**Run 1: selected gate families**

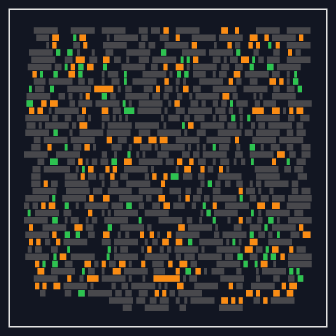
**Run 1: cell outlines without signal wires**

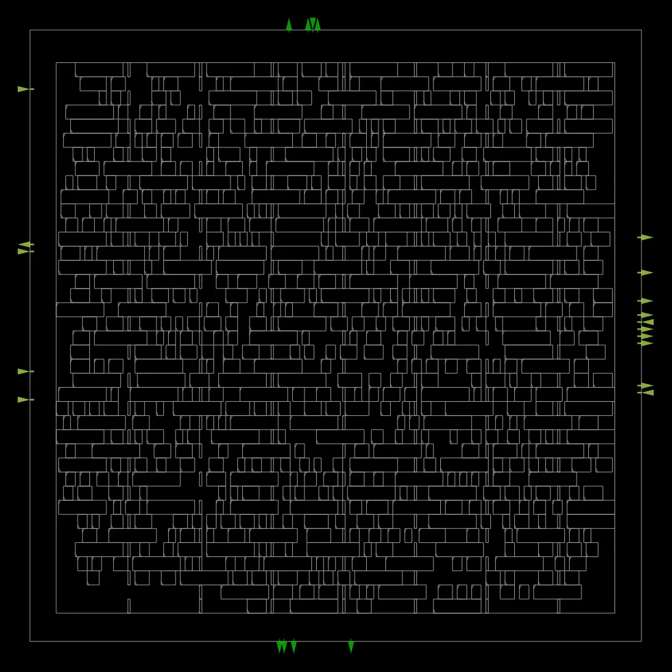
**Run 1: signal wires on met2**

Cells faint in the background.
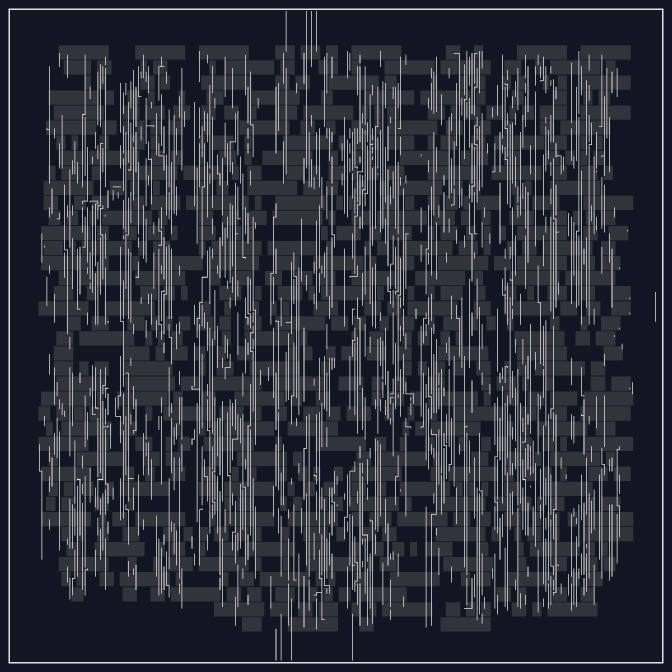
$ cat src/rtl/debounce_pkg.sv
// Shared definitions for the push-button debounce bank: per-channel FSM
// state encoding and the counter-width helper used to size timers.
package debounce_pkg;

  // Per-channel debounce state: accepting changes, or locked out after one.
  typedef enum logic {
    ST_STABLE = 1'b0,
    ST_LOCK   = 1'b1
  } state_e;

  // Ceil-log2 with a floor of 1 bit, so a counter that must hold 0..N
  // (sized as clog2_min1(N+1)) never collapses to zero width when N is 0 or 1.
  function automatic int clog2_min1(input int value);
    return (value <= 2) ? 1 : $clog2(value);
  endfunction

endpackage

$ cat src/rtl/debounce_bank_if.sv
// Button-side bundle of the debounce bank: tick enable and raw pins in,
// debounced level and event pulses out, one bit per channel.
interface debounce_bank_if #(
  parameter int N_CH = 4
) ();

  logic            i_tick;
  logic [N_CH-1:0] i_btn;
  logic [N_CH-1:0] o_level;
  logic [N_CH-1:0] o_rise;
  logic [N_CH-1:0] o_fall;
  logic [N_CH-1:0] o_long;

  // Master drives pins and tick, observes debounced results.
  modport master (
    output i_tick, i_btn,
    input  o_level, o_rise, o_fall, o_long
  );

  // Slave is the debounce bank itself.
  modport slave (
    input  i_tick, i_btn,
    output o_level, o_rise, o_fall, o_long
  );

endinterface

$ cat src/rtl/debounce_chan.sv
// One debounce channel: optional pin inversion, two-flop synchroniser,
// accept-then-lockout FSM with tick-gated timer, one-cycle rise/fall pulses
// and a one-shot long-press pulse.
module debounce_chan
  import debounce_pkg::*;
#(
  parameter int HOLD_TICKS = 163,
  parameter int LONG_TICKS = 4096,
  parameter bit INVERT     = 1'b0
) (
  input  logic i_clk,
  input  logic i_rst,
  input  logic i_tick,
  input  logic i_btn,
  output logic o_level,
  output logic o_rise,
  output logic o_fall,
  output logic o_long
);

  localparam int TW = clog2_min1(HOLD_TICKS + 1);
  localparam int LW = clog2_min1(LONG_TICKS + 1);

  localparam bit HOLD_EN = (HOLD_TICKS > 0);
  localparam bit LONG_EN = (LONG_TICKS > 0);

  localparam logic [TW-1:0] HOLD_VAL  = TW'(HOLD_TICKS);
  localparam logic [LW-1:0] LONG_VAL  = LW'(LONG_TICKS);
  localparam logic [LW-1:0] LONG_LAST = LW'(LONG_EN ? LONG_TICKS - 1 : 0);

  logic          r_sync0;
  logic          r_sync1;
  state_e        r_state;
  logic [TW-1:0] r_timer;
  logic          r_level;
  logic          r_rise;
  logic          r_fall;
  logic [LW-1:0] r_cnt;
  logic          r_fired;
  logic          r_long;

  logic          w_pin;
  logic          w_accept;

  // Normalise polarity before synchronising so the FSM only sees active-high.
  assign w_pin    = i_btn ^ INVERT;
  // A change is taken only while not locked out.
  assign w_accept = (r_state == ST_STABLE) && (r_sync1 != r_level);

  // Two-flop synchroniser; runs every clock regardless of the tick enable.
  always_ff @(posedge i_clk or posedge i_rst) begin
    if (i_rst) begin
      r_sync0 <= 1'b0;
      r_sync1 <= 1'b0;
    end else begin
      // NOTE: non-blocking assignments make sync1 take the old sync0; blocking
      // ones would collapse the two stages into a single flop.
      r_sync0 <= w_pin;
      r_sync1 <= r_sync0;
    end
  end

  // Debounce FSM: accept a change, pulse it, then ignore the pin for the lockout.
  always_ff @(posedge i_clk or posedge i_rst) begin
    if (i_rst) begin
      r_state <= ST_STABLE;
      r_timer <= '0;
      r_level <= 1'b0;
      r_rise  <= 1'b0;
      r_fall  <= 1'b0;
    end else begin
      // NOTE: pulses default low every clock so any set below lasts exactly one cycle.
      r_rise <= 1'b0;
      r_fall <= 1'b0;
      case (r_state)
        ST_STABLE: begin
          if (w_accept) begin
            r_level <= r_sync1;
            r_rise  <= r_sync1;
            r_fall  <= ~r_sync1;
            if (HOLD_EN) begin
              r_timer <= HOLD_VAL;
              r_state <= ST_LOCK;
            end
          end
        end
        ST_LOCK: begin
          if (i_tick) begin
            // Leave lockout on the tick that brings the timer to zero; clamp
            // so the timer can never wrap.
            if (r_timer <= TW'(1)) begin
              r_timer <= '0;
              r_state <= ST_STABLE;
            end else begin
              r_timer <= r_timer - TW'(1);
            end
          end
        end
        default: r_state <= ST_STABLE;
      endcase
    end
  end

  // Long-press counter: restart on each accepted press, fire once when it reaches LONG_TICKS.
  always_ff @(posedge i_clk or posedge i_rst) begin
    if (i_rst) begin
      r_cnt   <= '0;
      r_fired <= 1'b0;
      r_long  <= 1'b0;
    end else begin
      r_long <= 1'b0;
      if (w_accept && r_sync1) begin
        r_cnt   <= '0;
        r_fired <= 1'b0;
      end else if (w_accept) begin
        // Release: arm for the next press; a partial count is simply abandoned.
        r_fired <= 1'b0;
      end else if (LONG_EN && r_level && !r_fired && i_tick) begin
        if (r_cnt == LONG_LAST) begin
          r_cnt   <= LONG_VAL;
          r_fired <= 1'b1;
          r_long  <= 1'b1;
        end else begin
          r_cnt <= r_cnt + LW'(1);
        end
      end
    end
  end

  assign o_level = r_level;
  assign o_rise  = r_rise;
  assign o_fall  = r_fall;
  assign o_long  = r_long;

endmodule

$ cat src/rtl/debounce_bank.sv
// Bank of independent debounce channels for the clock's user buttons.
// All channels share the clock, reset and timer tick; each has its own
// polarity bit and reports events in the same cycle as its neighbours.
module debounce_bank #(
  parameter int              N_CH       = 4,
  parameter int              HOLD_TICKS = 163,
  parameter int              LONG_TICKS = 4096,
  parameter logic [N_CH-1:0] INVERT     = '0
) (
  input  logic            i_clk,
  input  logic            i_rst,
  debounce_bank_if.slave  bus
);

  logic [N_CH-1:0] w_level;
  logic [N_CH-1:0] w_rise;
  logic [N_CH-1:0] w_fall;
  logic [N_CH-1:0] w_long;

  // One channel instance per button pin.
  for (genvar k = 0; k < N_CH; k++) begin : g_chan
    debounce_chan #(
      .HOLD_TICKS (HOLD_TICKS),
      .LONG_TICKS (LONG_TICKS),
      .INVERT     (INVERT[k])
    ) u_chan (
      .i_clk   (i_clk),
      .i_rst   (i_rst),
      .i_tick  (bus.i_tick),
      .i_btn   (bus.i_btn[k]),
      .o_level (w_level[k]),
      .o_rise  (w_rise[k]),
      .o_fall  (w_fall[k]),
      .o_long  (w_long[k])
    );
  end

  assign bus.o_level = w_level;
  assign bus.o_rise  = w_rise;
  assign bus.o_fall  = w_fall;
  assign bus.o_long  = w_long;

endmodule

$ cat src/flat_wrapper.sv
// flat-port wrapper written by rule: the top's interface ports become plain ports
module debounce_bank_flat 
#(
  parameter int              N_CH       = 4,
  parameter int              HOLD_TICKS = 163,
  parameter int              LONG_TICKS = 4096,
  parameter logic [N_CH-1:0] INVERT     = '0
)
  (i_clk, i_rst, bus_i_tick, bus_i_btn, bus_o_level, bus_o_rise, bus_o_fall, bus_o_long);
  debounce_bank_if #(.N_CH(N_CH)) bus_i ();
  input  logic i_clk;
  input  logic i_rst;
  input wire logic [$bits(bus_i.i_tick)-1:0] bus_i_tick;
  input wire logic [$bits(bus_i.i_btn)-1:0] bus_i_btn;
  output wire logic [$bits(bus_i.o_level)-1:0] bus_o_level;
  output wire logic [$bits(bus_i.o_rise)-1:0] bus_o_rise;
  output wire logic [$bits(bus_i.o_fall)-1:0] bus_o_fall;
  output wire logic [$bits(bus_i.o_long)-1:0] bus_o_long;
  assign bus_i.i_tick = bus_i_tick;
  assign bus_i.i_btn = bus_i_btn;
  assign bus_o_level = bus_i.o_level;
  assign bus_o_rise = bus_i.o_rise;
  assign bus_o_fall = bus_i.o_fall;
  assign bus_o_long = bus_i.o_long;
  debounce_bank #(.N_CH(N_CH), .HOLD_TICKS(HOLD_TICKS), .LONG_TICKS(LONG_TICKS), .INVERT(INVERT)) u_core (.i_clk(i_clk), .i_rst(i_rst), .bus(bus_i));
endmodule
$ cat config.mk
export PLATFORM = sky130hd
export DESIGN_NAME = debounce_bank_flat
export DESIGN_NICKNAME = d
export VERILOG_FILES = /design/src/rtl/debounce_pkg.sv /design/src/rtl/debounce_bank_if.sv /design/src/rtl/debounce_chan.sv /design/src/rtl/debounce_bank.sv /design/src/flat_wrapper.sv
export SDC_FILE = /design/constraint.sdc
export NUM_CORES = 1
export LEC_CHECK = 0
export CAP_MARGIN = 10
export CELL_PAD_IN_SITES_DETAIL_PLACEMENT = 1
export CELL_PAD_IN_SITES_GLOBAL_PLACEMENT = 1
export CORE_MARGIN = 5
export CORE_UTILIZATION = 52
export DETAILED_ROUTE_END_ITERATION = 10
export GPL_TIMING_DRIVEN = 0
export PLACE_DENSITY_LB_ADDON = 0.1
export SLEW_MARGIN = 10
export SYNTH_ARGS = -nofsm -noshare
export SYNTH_HDL_FRONTEND = slang
export SYNTH_SLANG_ARGS = --single-unit
$ cat constraint.sdc
create_clock -name i_clk -period 10.2 [get_ports i_clk]
set_input_delay 1.53 -clock i_clk [delete_from_list [all_inputs] [get_ports i_clk]]
set_output_delay 1.53 -clock i_clk [all_outputs]
set_load 0.01 [all_outputs]
==> reports/README.md, run 1 <==
| Stage | Result | This run |
| --- | --- | --- |
| status | Result of the run | completed |
| floorplan | Count of standard-cell rows | 39 |
| clock tree | Number of buffers created by CTS | 17 |
| power and ir drop | Switching power | 460 uW |
| cells and area | Layout cell share with drive strength beyond 1 | 11.8% |
| synth | Commonest register cell after synthesis | dfrtp_1 |
| sta | Part of the cycle the worst path needs | 31.9% |
| sta | Final slew viol count | 0 |
| synth | Post-synthesis sequential area ratio | 48.0% |
| clock tree | Worst-case clock buffer depth | 2 |
| route | Met2 wire len | 7.40 mm |
| synth | Share of Yosys cell area claimed by the top area cell type | 48.0% |
| power and ir drop | P_int | 1.02 mW |
| synth | Post-synth design cell area | 6050 um2 |
| route | Routed length on met3 | 417 um |
| sta | Final worst clock skew | 0.00829 ns |
| route | Number of vias per cell | 6.01 |
| clock tree | Htree depth | 4 |
| power and ir drop | Highest ir drop seen on vdd | 0.146 mV |
| synth | Largest area contributor in the netlist | dfrtp_1 |
| clock tree | Clock-pin slew on the worst setup and hold paths | 0.05 ns |
| route | Count of unresolved DRC violations after routing | 0 |
| placement | Worst slack, placed | 6.51 ns |
| placement | Number of port buffers | 22 |
| floorplan | Fp util | 52.9% |
| global route | Largest net degree at the start of global routing | 72 |
| cells and area | Final net count | 675 |
| setup path | Capturing element type of the critical path | register |
| flow run | Number of warnings in the stage logs | 30 |
| sta | Finish-stage setup viols | 0 |
| synth | Synth Area in Compound Gates | 19.8% |
| floorplan | Number of top-level pins | 23 |
| setup path | Critical path, cell by cell | clkdlybuf4s50_1, buf_2, o2111ai_1, o31ai_2, nor2_1 |
| power and ir drop | P_leak | 2.98 nW |
| clock tree | Clock insertion delay at the later pin of the skew report | 0.42 ns |
-- 'selected gate families' (at the start) --
Key: orange = aoi and oai cells [cells 142, most used a21oi_1, where all over the die]; green = nand cells [cells 84, most used nand2_1, where all over the die]

-- 'cell outlines without signal wires' (at the start) --
tap cells: 143
sequential share of cell area: 41.3%

-- 'signal wires on met2' (at the start) --
617 nets have wire on it. The layer holds 52% of the routed length. The layer carries 7,400 um of wire. The wires run mostly vertical. The longest straight run is 38.1 um.

==> run 1: flip-flops by register name, summed over array words and instances, names as in the netlist <==
| register | count |
|---|---|
| u_core.g_chan.u_chan.r_sync1 | 4 |
| u_core.g_chan.u_chan.r_cnt | 52 |
| u_core.g_chan.u_chan.r_sync0 | 4 |
| u_core.g_chan.u_chan.r_fired | 4 |
| u_core.g_chan.u_chan.o_long | 4 |
| u_core.g_chan.u_chan.o_rise | 4 |
| u_core.g_chan.u_chan.r_state | 4 |
| u_core.g_chan.u_chan.r_timer | 32 |
| u_core.g_chan.u_chan.o_level | 4 |
| u_core.g_chan.u_chan.o_fall | 4 |
==> run 1: power by group through the flow <==
stage	Sequential (mW)	Combinational [mW]	Clock (mW)
floorplan	0.598	0.235	0
global placement	0.615	0.285	0
finish	0.619	0.309	0.551
detailed placement	0.623	0.310	0
global route	0.630	0.352	0.590
CTS	0.618	0.313	0.562
==> run 1: cell type report <==
type	instances	area, um2
Buffer	31	206
Timing Repair Buffer	23	248
Tap cell	143	179
Sequential cell	116	2900
Inverter	36	140
Fill cell	1276	4390
Clock inverter	3	15.0
Multi-Input combinational cell	431	2800
Clock buffer	29	541
==> run 1: how the worst max path moves through the flow <==
stage               cells after the start       start                                 to
finish                                  5  bus_i_tick   u_core.g_chan[2].u_chan.r_cnt[5]
global route                            5  bus_i_tick   u_core.g_chan[2].u_chan.r_cnt[5]
CTS                                     5  bus_i_tick   u_core.g_chan[2].u_chan.r_cnt[5]
detailed placement                      5  bus_i_tick   u_core.g_chan[2].u_chan.r_cnt[5]
global placement                        2       i_rst  u_core.g_chan[1].u_chan.r_cnt[10]
floorplan                               1       i_rst     u_core.g_chan[0].u_chan.o_fall
**Run 1: cells coloured by class**

Scale bar: 20 um.
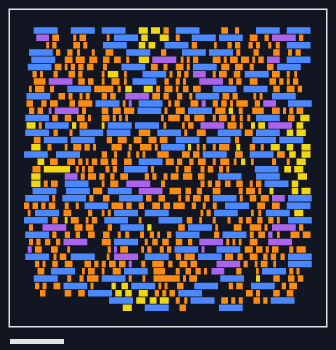

--- run 2 (diff from run 1) ---
--- a/config.mk
+++ b/config.mk
@@ -9,7 +9,7 @@
 export CELL_PAD_IN_SITES_DETAIL_PLACEMENT = 1
 export CELL_PAD_IN_SITES_GLOBAL_PLACEMENT = 1
 export CORE_MARGIN = 5
-export CORE_UTILIZATION = 52
+export CORE_UTILIZATION = 48
 export DETAILED_ROUTE_END_ITERATION = 10
 export GPL_TIMING_DRIVEN = 0
 export PLACE_DENSITY_LB_ADDON = 0.1
==> constraint.sdc (replaced) <==
create_clock -name i_clk -period 3.4 [get_ports i_clk]
set_input_delay 0.51 -clock i_clk [delete_from_list [all_inputs] [get_ports i_clk]]
set_output_delay 0.51 -clock i_clk [all_outputs]
set_load 0.01 [all_outputs]
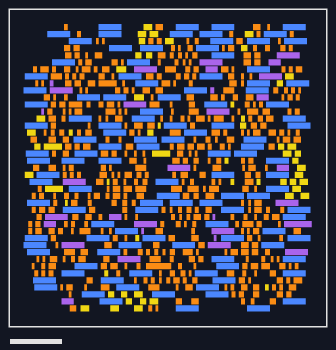
**Above:** run 2 (cells coloured by class).
Scale bar: 20 um.
Key: blue = registers [cells 116, share of their area 42%]; purple = clock drivers and dummy loads [cells 31, share of their area 8.4%]; orange = remaining logic cells [cells 467, share of their area 43%]; yellow = remaining buffers and delay cells [cells 56, share of their area 7.0%]

==> reports/README.md, run 2 <==
| Stage | Result | This run |
| --- | --- | --- |
| status | Result of the run | completed |
| cells and area | Non-clock buffer count in the final layout | 56 |
| power and ir drop | Switching power | 1.39 mW |
| floorplan | Fp util | 48.5% |
| power and ir drop | P_int | 3.13 mW |
| synth | Post-synthesis sequential area ratio | 48.0% |
| floorplan | Count of standard-cell rows | 41 |
| placement | Number of port buffers | 22 |
| sta | Final slew viol count | 0 |
| cells and area | Fill cell instance count of the final layout | 1,417 |
| cells and area | End-of-flow core utilization | 57.1% |
| cells and area | Clock network area share | 8.10% |
| cells and area | Total number of multi-input combinational cells | 431 |
| global route | Largest net degree at the start of global routing | 32 |
| cells and area | Non-clock inverter count | 36 |
| sta | Part of the cycle the worst path needs | 67.1% |
| cells and area | Signal buffers share of area | 6.83% |
| cells and area | Layout cell share with drive strength beyond 1 | 12.1% |
| sta | Shortest clock period the worst path allows after layout | 2.28 ns |
| route | Routed length on met3 | 403 um |
| cells and area | Biggest regs | u_core.g_chan.u_chan.r_cnt x52, u_core.g_chan.u_chan.r_timer x32 |
| power and ir drop | Highest ir drop seen on vdd | 0.394 mV |
| cells and area | Storage cell area | 2900 um2 |
| setup path | Launch point of the worst path | bus_i_tick |
| clock tree | Clock-pin slew on the worst setup and hold paths | 0.05 ns |
| cells and area | Largest register by flop count | u_core.g_chan.u_chan.r_cnt |
| route | Wirelength, routed | 14.5 mm |
| clock tree | Clock insertion delay at the later pin of the skew report | 0.42 ns |
| route | Count of unresolved DRC violations after routing | 0 |
| cells and area | Largest area class, layout | flip-flops and latches |
| setup path | Setup CP Type | in2reg |
| setup path | Capturing element type of the critical path | register |
| cells and area | Count of clock-net buffers in the final layout | 28 |
| route | Met2 wire len | 7.69 mm |
| floorplan | Die Wd | 122 um |
| synth | Commonest register cell after synthesis | dfrtp_1 |
| floorplan | Tap cells | 172 |
| synth | Largest area contributor in the netlist | dfrtp_1 |
| clock tree | Number of buffers created by CTS | 17 |
| cells and area | Sequential share of cell area | 40.8% |
| placement | Worst slack, placed | 0.703 ns |
| sta | Final-report hold violation count | 0 |
| cells and area | Sequential cells | 116 |
| cells and area | Logic area | 2800 um2 |
| clock tree | Htree depth | 4 |
| floorplan | Number of top-level pins | 23 |
| route | Number of vias per cell | 5.88 |
-- run 2: cell counts after synthesis --
No cell type changed its count.
-- run 2: worst paths after layout --
| path | endpoint | slack, ns | cells past startpoint |
|---|---|---|---|
| setup / recovery | u_core.g_chan[2].u_chan.r_cnt[10] | 1.12 | 5 |
| hold / removal | u_core.g_chan[1].u_chan.r_sync1 | 0.35 | 0 |
| setup reg to reg | u_core.g_chan[1].u_chan.r_cnt[3] | 1.39 | 4 |
| hold reg to reg | u_core.g_chan[1].u_chan.r_sync1 | 0.35 | 0 |
| max in group asynchronous | u_core.g_chan[0].u_chan.r_cnt[7] | 2.00 | 4 |
| min in group asynchronous | u_core.g_chan[3].u_chan.r_cnt[12] | 0.56 | 2 |
-- run 2: kinds of logic (layout without fill, tap and decap cells) --
| logic type | count (synthesis) | count (layout) | synth area share [%] |
|---|---|---|---|
| fa+ha+maj | 12 | 12 | 2.48 |
| xor+xnor | 18 | 18 | 2.61 |
| flops | 116 | 116 | 48.0 |
| compound gates | 171 | 171 | 19.8 |
| buf+inv | 67 | 123 | 5.65 |
| simple gates | 221 | 221 | 19.8 |
| mux | 9 | 9 | 1.57 |
-- run 2: power by group through the flow --
| stage | Combinational, mW | Clock (mW) | Sequential, mW |
|---|---|---|---|
| floorplan | 0.705 | 0 | 1.79 |
| global placement | 0.855 | 0 | 1.85 |
| detailed placement | 0.934 | 0 | 1.86 |
| CTS | 0.941 | 1.76 | 1.85 |
| global route | 1.05 | 1.84 | 1.89 |
| finish | 0.931 | 1.73 | 1.85 |
-- run 2: worst max-delay path, cell delays in order --
cell             delay, ns
clkdlybuf4s50_1       0.53
buf_2                 0.29
o2111ai_1             0.36
o31ai_2               0.75
a21oi_1               0.10
**Run 2: clock wires, drivers and flops**

Scale bar: 20 um.
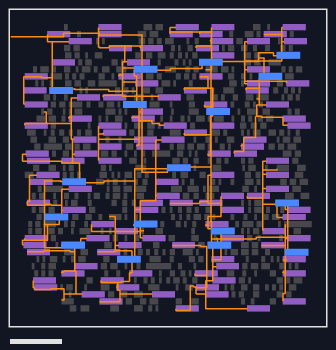

--- run 3 (diff from run 2) ---
==> constraint.sdc (replaced) <==
create_clock -name i_clk -period 2.2 [get_ports i_clk]
set_input_delay 0.33 -clock i_clk [delete_from_list [all_inputs] [get_ports i_clk]]
set_output_delay 0.33 -clock i_clk [all_outputs]
set_load 0.01 [all_outputs]
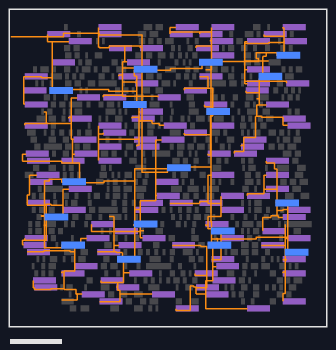
**Above:** run 3 (clock wires, drivers and flops).
Scale bar: 20 um.
Key: orange = clock wires [length 1,720 um]; blue = clock-net drivers [count 17]; purple = flip-flops [count 116]
Position of the flops: all over the die.

==> reports/README.md, run 3 <==
| Stage | Result | This run |
| --- | --- | --- |
| worst hold path | Hold Path Stages | 0 |
| route | Number of vias per cell | 5.86 |
| clock tree | Post-CTS setup buffer count | 0 |
| worst hold path | Hold-critical path endpoint | u_core.g_chan[1].u_chan.r_sync1 |
| synth | Yosys-reported design area after synthesis | 6050 um2 |
| clock tree | Clock-pin slew on the worst setup and hold paths | 0.05 ns |
| synth | Yosys warning tally | 0 |
| synth | Post-synth design cell area | 6050 um2 |
| placement | Worst slack, placed | -0.317 ns |
| route | Wirelength, routed | 14.5 mm |
| flow run | Number of warnings in the stage logs | 30 |
| power and ir drop | P_leak | 3.00 nW |
| placement | Number of port buffers | 22 |
| synth | Share of Yosys cell area claimed by the top area cell type | 48.0% |
| sta | Final-report hold violation count | 0 |
| setup path | Setup CP Type | reg2reg |
| sta | Part of the cycle the worst path needs | 89.5% |
| synth | Most frequent cell after synthesis | dfrtp_1 |
| setup path | Launch point of the worst path | u_core.g_chan[2].u_chan.r_timer[3] |
| setup path | Depth of the most critical reg-to-reg path | 4 |
| floorplan | Count of standard-cell rows | 41 |
| sta | Final worst clock skew | 0.00690 ns |
| floorplan | Fp util | 48.5% |
| floorplan | Die Area | 14,900 um2 |
| route | Count of unresolved DRC violations after routing | 0 |
| cells and area | Fill cell instance count of the final layout | 1,414 |
| cells and area | Final net count | 677 |
| synth | Average cell area after synthesis | 9.85 um2 |
| global route | Largest net degree at the start of global routing | 32 |
| setup path | R2r endpoint | u_core.g_chan[2].u_chan.r_timer[2] |
| cells and area | Layout cell share with drive strength beyond 1 | 12.1% |
| floorplan | Number of top-level pins | 23 |
| clock tree | Htree depth | 4 |
| cells and area | Biggest regs | u_core.g_chan.u_chan.r_cnt x52, u_core.g_chan.u_chan.r_timer x32 |
| clock tree | Worst-case clock buffer depth | 2 |
| cells and area | Largest register FFs | 52 |
| setup path | Capturing element type of the critical path | register |
| sta | Finish-stage setup viols | 0 |
| power and ir drop | Highest ir drop seen on vdd | 0.607 mV |
| placement | Post-Place Cells | 811 |
| synth | Commonest register cell after synthesis | dfrtp_1 |
| status | Result of the run | completed |
| cells and area | Area overhead of the layout relative to synthesis | 18.1% |
| clock tree | Number of buffers created by CTS | 17 |
| setup path | Critical path capture point | u_core.g_chan[2].u_chan.r_timer[2] |
| setup path | Reg-to-reg setup timing slack | 0.23 ns |
| synth | Post-synthesis sequential area ratio | 48.0% |
| sta | Shortest clock period the worst path allows after layout | 1.97 ns |
| floorplan | Die Wd | 122 um |
| sta | Final slew viol count | 0 |
| setup path | Largest fanout on the critical path | 8 |
| cells and area | Largest register by flop count | u_core.g_chan.u_chan.r_cnt |
| synth | Largest area contributor in the netlist | dfrtp_1 |
run 3: cell counts after synthesis:
Identical to the previous run, type by type.
run 3: logic make-up after synthesis:
| group | share of synthesized area (%) |
|---|---|
| flip-flops | 48.0 |
| AND/OR/NAND/NOR | 19.8 |
| XOR/XNOR | 2.61 |
| adder cells (fa/ha/maj) | 2.48 |
| buffers and inverters | 5.65 |
| AND-OR/OR-AND | 19.8 |
| multiplexers | 1.57 |
run 3: critical path, cell delays in order, from the launching register on:
cell	delay (ns)
dfrtp_1	0.44
or4_4	0.60
o41ai_4	0.49
o21ai_0	0.14
o2bb2ai_1	0.16
run 3: layout make-up:
class	instances	area [um2]	share of cell area, %
Sequential cell	116	2900	40.7
Multi-Input combinational cell	431	2820	39.5
Clock buffer	28	537	7.52
Timing Repair Buffer	25	280	3.93
Tap cell	172	215	3.01
Buffer	31	206	2.89
Inverter	36	139	1.95
Clock inverter	3	40.0	0.561
run 3: power breakdown:
part / switching (mW) / total (mW) / internal (mW)
Sequential: 0.392 / 2.86 / 2.47
Combinational: 0.820 / 1.44 / 0.620
Clock: 0.936 / 2.69 / 1.75
Total: 2.15 / 6.99 / 4.84
run 3: through the flow:
| stage | power (mW) | TNS, ns | cell area, um2 | util (%) |
|---|---|---|---|---|
| finish | 6.99 | 0 | 7140 | 57.3 |
| global route | 7.39 | 0 | 7140 | 57.3 |
| CTS | 7.03 | 0 | 7120 | 57.1 |
| detailed placement | 4.32 | -4.81 | 6550 | 52.5 |
| global placement | 4.17 | -82.06 | 6480 | 52.0 |
| floorplan | 3.86 | 0 | 6050 | - |
run 3: metal layers:
metal  vias to the layer above  track usage [%]  wire, um
met3                        19             5.62       426
met4                         0             7.49       246
met1                      2492             23.7      6180
li1                       2352                -         -
met2                        69             38.3      7690
met5                         -                0         0
No activity file was given, so power comes from the tool's default toggle rates.
